m3.png
Scale bar: 50 um.
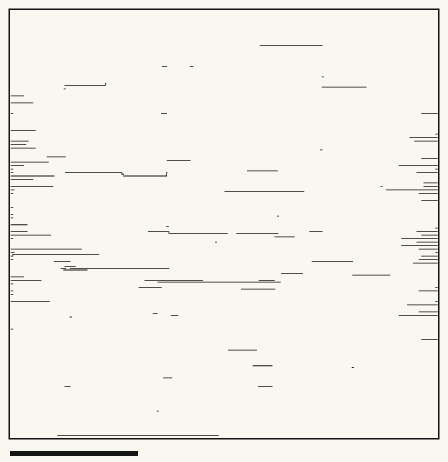
sizing.png
Scale bar: 50 um.
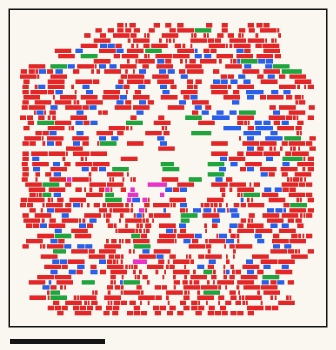
m4.png
Supply wires on this layer in gray.
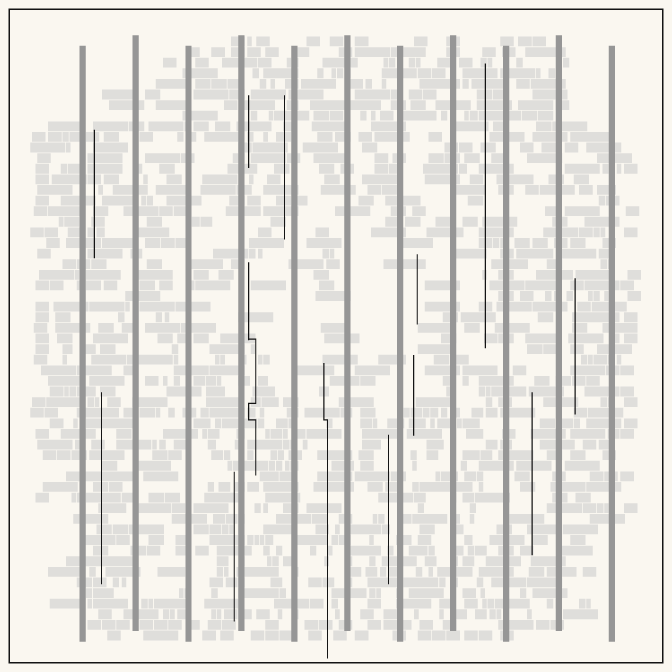
layers.png
Scale bar: 50 um.
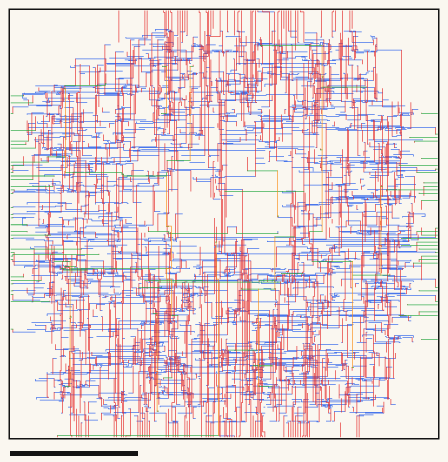
$ cat src/rtl/instr_fetch_ctrl_pkg.sv
`default_nettype none
// ============================================================================
//  Module   : instr_fetch_ctrl_pkg
//  Purpose  : Shared constants, FSM encodings and the fetch queue entry type
//             used by the instruction fetch sequencer.
//  Revision : 1.0  initial release
// ============================================================================
package instr_fetch_ctrl_pkg;

    // Instruction words the fetch unit needs to recognise or reset to
    localparam logic [31:0] c_instr_ebreak = 32'h0010_0073;
    localparam logic [31:0] c_instr_nop    = 32'h0000_0013;

    // Fetch FSM encodings
    localparam logic [1:0] c_fetch_run          = 2'd0;
    localparam logic [1:0] c_fetch_halt_ebreak  = 2'd1;
    localparam logic [1:0] c_fetch_halt_misalign = 2'd2;

    // One queued fetch: the byte address and the word read from it
    typedef struct packed {
        logic [31:0] pc;
        logic [31:0] instr;
    } fetch_entry_t;

    // Instruction addresses must be word aligned
    function automatic logic is_aligned(input logic [31:0] addr);
        return (addr[1:0] == 2'b00);
    endfunction

endpackage
`default_nettype wire

$ cat src/rtl/instr_fetch_ctrl_fetch_queue.sv
`default_nettype none
// ============================================================================
//  Module   : instr_fetch_ctrl_fetch_queue
//  Purpose  : Small synchronous FIFO of {pc, instr} entries between fetch and
//             decode. Flush empties it in one cycle; simultaneous push and
//             pop are accepted when full.
//  Revision : 1.0  initial release
// ============================================================================
module instr_fetch_ctrl_fetch_queue
    import instr_fetch_ctrl_pkg::*;
#(
    parameter int DEPTH = 2
) (
    input  logic         clk,
    input  logic         rst_n,
    input  logic         push,
    input  logic         pop,
    input  logic         flush,
    input  fetch_entry_t din,
    output fetch_entry_t dout,
    output logic         full,
    output logic         empty
);

    localparam int            c_aw    = (DEPTH > 1) ? $clog2(DEPTH) : 1;
    localparam logic [c_aw:0] c_depth = (c_aw + 1)'(DEPTH);

    logic [c_aw-1:0] r_wr_ptr;
    logic [c_aw-1:0] r_rd_ptr;
    logic [c_aw:0]   r_count;
    fetch_entry_t    r_mem [DEPTH];

    logic w_do_push;
    logic w_do_pop;

    assign full  = (r_count == c_depth);
    assign empty = (r_count == '0);
    assign dout  = r_mem[r_rd_ptr];

    // A pop frees the slot being written, so push is legal when full if popping
    assign w_do_pop  = pop && !empty;
    assign w_do_push = push && (!full || w_do_pop);

    // Pointer and occupancy bookkeeping; flush returns everything to empty
    always_ff @(posedge clk or negedge rst_n) begin
        if (!rst_n) begin
            r_wr_ptr <= '0;
            r_rd_ptr <= '0;
            r_count  <= '0;
        end else if (flush) begin
            r_wr_ptr <= '0;
            r_rd_ptr <= '0;
            r_count  <= '0;
        end else begin
            if (w_do_push) begin
                r_wr_ptr <= r_wr_ptr + 1'b1;
            end
            if (w_do_pop) begin
                r_rd_ptr <= r_rd_ptr + 1'b1;
            end
            case ({w_do_push, w_do_pop})
                2'b10:   r_count <= r_count + 1'b1;
                2'b01:   r_count <= r_count - 1'b1;
                default: r_count <= r_count;
            endcase
        end
    end

    // Entry storage; slots are only read while occupied
    always_ff @(posedge clk or negedge rst_n) begin
        if (!rst_n) begin
            for (int i = 0; i < DEPTH; i++) begin
                r_mem[i] <= '{pc: 32'h0, instr: c_instr_nop};
            end
        end else if (w_do_push && !flush) begin
            r_mem[r_wr_ptr] <= din;
        end
    end

endmodule
`default_nettype wire

$ cat src/rtl/instr_fetch_ctrl.sv
`default_nettype none
// ============================================================================
//  Module   : instr_fetch_ctrl
//  Purpose  : Fetch sequencer in front of the instruction memory. Owns the PC,
//             queues fetched {pc, instr} pairs for decode, applies redirects
//             from execute and halts on EBREAK or a misaligned target.
//  Revision : 1.0  initial release
// ============================================================================
module instr_fetch_ctrl
    import instr_fetch_ctrl_pkg::*;
#(
    parameter logic [31:0] RESET_PC    = 32'h0000_0000,
    parameter int          QUEUE_DEPTH = 2
) (
    input  logic        clk,
    input  logic        rst_n,
    output logic [31:0] imem_addr,
    input  logic [31:0] imem_rdata,
    output logic        out_valid,
    input  logic        out_ready,
    output logic [31:0] out_pc,
    output logic [31:0] out_instr,
    input  logic        redirect_valid,
    input  logic [31:0] redirect_pc,
    output logic        halted,
    output logic        misaligned_err
);

    logic [31:0]  r_pc;
    logic [1:0]   r_state;
    logic         r_misaligned;
    fetch_entry_t r_last;

    logic         w_full;
    logic         w_empty;
    logic         w_push;
    logic         w_pop;
    fetch_entry_t w_head;
    fetch_entry_t w_fetch;

    assign imem_addr = r_pc;
    assign w_fetch   = '{pc: r_pc, instr: imem_rdata};

    // Redirect suppresses both queue operations for the cycle
    assign w_pop  = !w_empty && out_ready && !redirect_valid;
    assign w_push = (r_state == c_fetch_run) && !redirect_valid && (!w_full || w_pop);

    instr_fetch_ctrl_fetch_queue #(
        .DEPTH (QUEUE_DEPTH)
    ) u_queue (
        .clk   (clk),
        .rst_n (rst_n),
        .push  (w_push),
        .pop   (w_pop),
        .flush (redirect_valid),
        .din   (w_fetch),
        .dout  (w_head),
        .full  (w_full),
        .empty (w_empty)
    );

    // Program counter: redirect target wins, otherwise advance on each fetch
    always_ff @(posedge clk or negedge rst_n) begin
        if (!rst_n) begin
            r_pc <= RESET_PC;
        end else if (redirect_valid) begin
            r_pc <= redirect_pc;
        end else if (w_push) begin
            r_pc <= r_pc + 32'd4;
        end
    end

    // Fetch FSM: halt states are only left through a redirect
    always_ff @(posedge clk or negedge rst_n) begin
        if (!rst_n) begin
            r_state <= c_fetch_run;
        end else if (redirect_valid) begin
            r_state <= is_aligned(redirect_pc) ? c_fetch_run : c_fetch_halt_misalign;
        end else if (w_push && (imem_rdata == c_instr_ebreak)) begin
            r_state <= c_fetch_halt_ebreak;
        end
    end

    // Sticky flag describing the most recent redirect target
    always_ff @(posedge clk or negedge rst_n) begin
        if (!rst_n) begin
            r_misaligned <= 1'b0;
        end else if (redirect_valid) begin
            r_misaligned <= !is_aligned(redirect_pc);
        end
    end

    // Remember the head last shown so out_pc/out_instr hold once drained
    always_ff @(posedge clk or negedge rst_n) begin
        if (!rst_n) begin
            r_last <= '0;
        end else if (!w_empty) begin
            r_last <= w_head;
        end
    end

    assign out_valid      = !w_empty;
    assign out_pc         = w_empty ? r_last.pc    : w_head.pc;
    assign out_instr      = w_empty ? r_last.instr : w_head.instr;
    assign halted         = (r_state != c_fetch_run);
    assign misaligned_err = r_misaligned;

endmodule
`default_nettype wire

$ cat config.mk
export PLATFORM = sky130hd
export DESIGN_NAME = instr_fetch_ctrl
export DESIGN_NICKNAME = d
export VERILOG_FILES = /design/src/rtl/instr_fetch_ctrl_pkg.sv /design/src/rtl/instr_fetch_ctrl_fetch_queue.sv /design/src/rtl/instr_fetch_ctrl.sv
export SDC_FILE = /design/constraint.sdc
export NUM_CORES = 1
export LEC_CHECK = 0
export CAP_MARGIN = 30
export CORE_MARGIN = 5
export CORE_UTILIZATION = 40
export CTS_CLUSTER_DIAMETER = 200
export DETAILED_ROUTE_END_ITERATION = 7
export SLEW_MARGIN = 20
export SYNTH_ARGS = -nofsm -noshare
export SYNTH_HDL_FRONTEND = slang
export SYNTH_SLANG_ARGS = --single-unit
$ cat constraint.sdc
create_clock -name clk -period 4.55 [get_ports clk]
set_input_delay 0.91 -clock clk [delete_from_list [all_inputs] [get_ports clk]]
set_output_delay 0.91 -clock clk [all_outputs]
set_load 0.005 [all_outputs]
==> run notes <==
The run finished with clean final reports. The routed design could run at a clock period as short as 3.592 ns. The run gives 1245 as the total instance count after detailed placement.

For the worst flop-to-flop path, the logic depth is 5. The worst setup path is launched from a register. The run gives 0.009437 ns as the post-route clock skew. After floorplanning, the core was divided into 57 placement rows.

The logs give 0.006923 W for the overall power consumption and 0 for the final tally of hold violations. Path class of the lowest-slack min-delay path: in -> async. The run gives 9882 um2 as the chip area line of the yosys report. The number of warnings reported in the stage logs is 28. The H-tree depth reported by CTS is 1. The count of mapped cells out of synthesis was 794; the number of buffer cells added on primary ports was 166. The run gives 0.04938 for the area share of and-or/or-and cells after synthesis.

The power report puts the leakage power at 5.120 nW. The run gives 2.68 ns for the data arrival time of the critical path. The logs give 278.4 MHz for the upper clock frequency limit and 3.64 ns for the required time at the endpoint of the critical path. The non-clock buffer area fraction after layout was 0.1406. The number of nets in the layout is 1018, and the antenna cell count is 0.

TritonCTS built the clock tree. The share of layout cells above drive strength 1 came out at 0.2133. In this run, CTS created clock tree buffers numbering 26. The run gives 0.4063 as the pre-placement core utilization. The area fraction in full adders, half adders and majority gates is 0.001266, and the areal power density over the cells is 544.8 nW/um2.

The clock-pin slew of the registers on the worst-case setup and hold paths is 0.06 ns. The register with the most flip-flops in the layout has 128 of them. The number of cells in the yosys synthesis report was 794. The cell sitting at the root of the clock tree is a sky130_fd_sc_hd__clkbuf_16. The logs give 4 for the first-pass detailed-route iteration total and 0.7412 for the weighted congestion reported at the end of routability-driven placement.

The yosys warning tally was 0; the summed instance area of the synthesized netlist was 9882 um2. The area fraction of clock buffers and clock inverters was 0.06921. The tally of max-capacitance violations was 0; the via count of the first global-routing pass was 6822. After the flow finishes, the layout carries non-filler instances totaling 1290. For this design, the CTS-stage hold fixing added 0 buffers. The run gives 0.4557 for the fraction of area in registers.

The largest area contributor in the synthesized netlist is sky130_fd_sc_hd__dfrtp_1. According to the CTS report, the clock sink count is 231. Ratio of final minimum period to clock period: 0.7895.

The combinational fraction of the cell area was 0.3005. The final max-slew violation count recorded for this run is 0. The simple-gate area share of the yosys netlist was 0.09180. The non-clock inverters instantiated in the layout total 7. The layout report lists the multi-input gate area as 3819 um2.

Once the clock tree was built, the resizer swapped 0 gates to a different size. By instance count after routing, the leading logic cell types are 224 x sky130_fd_sc_hd__dfrtp_1, 164 x sky130_fd_sc_hd__clkdlybuf4s50_1, 131 x sky130_fd_sc_hd__mux2_2, 79 x sky130_fd_sc_hd__nor2_1. The total area inside the core boundary comes to 24320 um2. Clock network latency to the later pin of the worst-skew pair: 0.52 ns. The horizontal die dimension reported for this design is 167.2 um. The parity-gate share of the synthesized area counting xor and xnor cells came out at 0.02748.

The endpoint of the most critical register-to-register path was imem_addr[31]. Total length of routed met2 wires: 11.29 mm. The number of tapcells came out at 324. The longest clock path from root to sink contains 3 buffers. The pin count of the biggest net entering global routing is 119. The category of the worst setup path capture point was a primary output. With the top-area cell type share of the netlist area at 0.5698, the flip-flop and latch count after synthesis is 231.
-- m3.png (at the start) --
The wires run mostly horizontal. 80 nets have wire on it.

-- sizing.png (at the start) --
x2: shown in blue, cells 156, share 16%. x6 and larger: shown in green, cells 40, share 4.1%. x1 and smaller: shown in red, cells 760, share 79%. x3 and x4: shown in magenta, cells 10, share 1.0%.
area of all placed cells without fillers: 12710 um2
Layout Area Growth over Synthesis: 28.60%
count of non-CTS buffers in the layout: 176
fin worst setup slack: 0.9579 ns

-- m4.png (at the start) --
The layer holds 2.3% of the routed length. The longest straight run is 72.8 um. 5 nets have wire on it. The wires run mostly vertical. The layer carries 536 um of wire.
final wirelength: 23.06 mm
via total after detailed routing: 6454

-- layers.png (at the start) --
M4: shown in orange, wire length 536 um. M1: shown in blue, wire length 10200 um. M3: shown in green, wire length 989 um. M2: shown in red, wire length 11300 um.
DR WL/cell: 17.87 um
Total GRT Usage: 0.1640

-- where the power goes --
| part | internal (W) | total (W) | switching, W |
|---|---|---|---|
| clock | 0.00132 | 0.00214 | 0.000815 |
| sequential | 0.00274 | 0.00306 | 0.000321 |
| combinational | 0.00105 | 0.00172 | 0.000670 |
| total | 0.00512 | 0.00692 | 0.00181 |
-- worst max-delay path, cell delays in order, from the launching register on --
cell and delay (ns):
sky130_fd_sc_hd__dfrtp_4 0.88, sky130_fd_sc_hd__buf_12 0.34, sky130_fd_sc_hd__mux2i_1 0.12, sky130_fd_sc_hd__a21oi_1 0.26, sky130_fd_sc_hd__clkdlybuf4s50_1 0.55
Power is estimated from default activity; no workload was simulated.
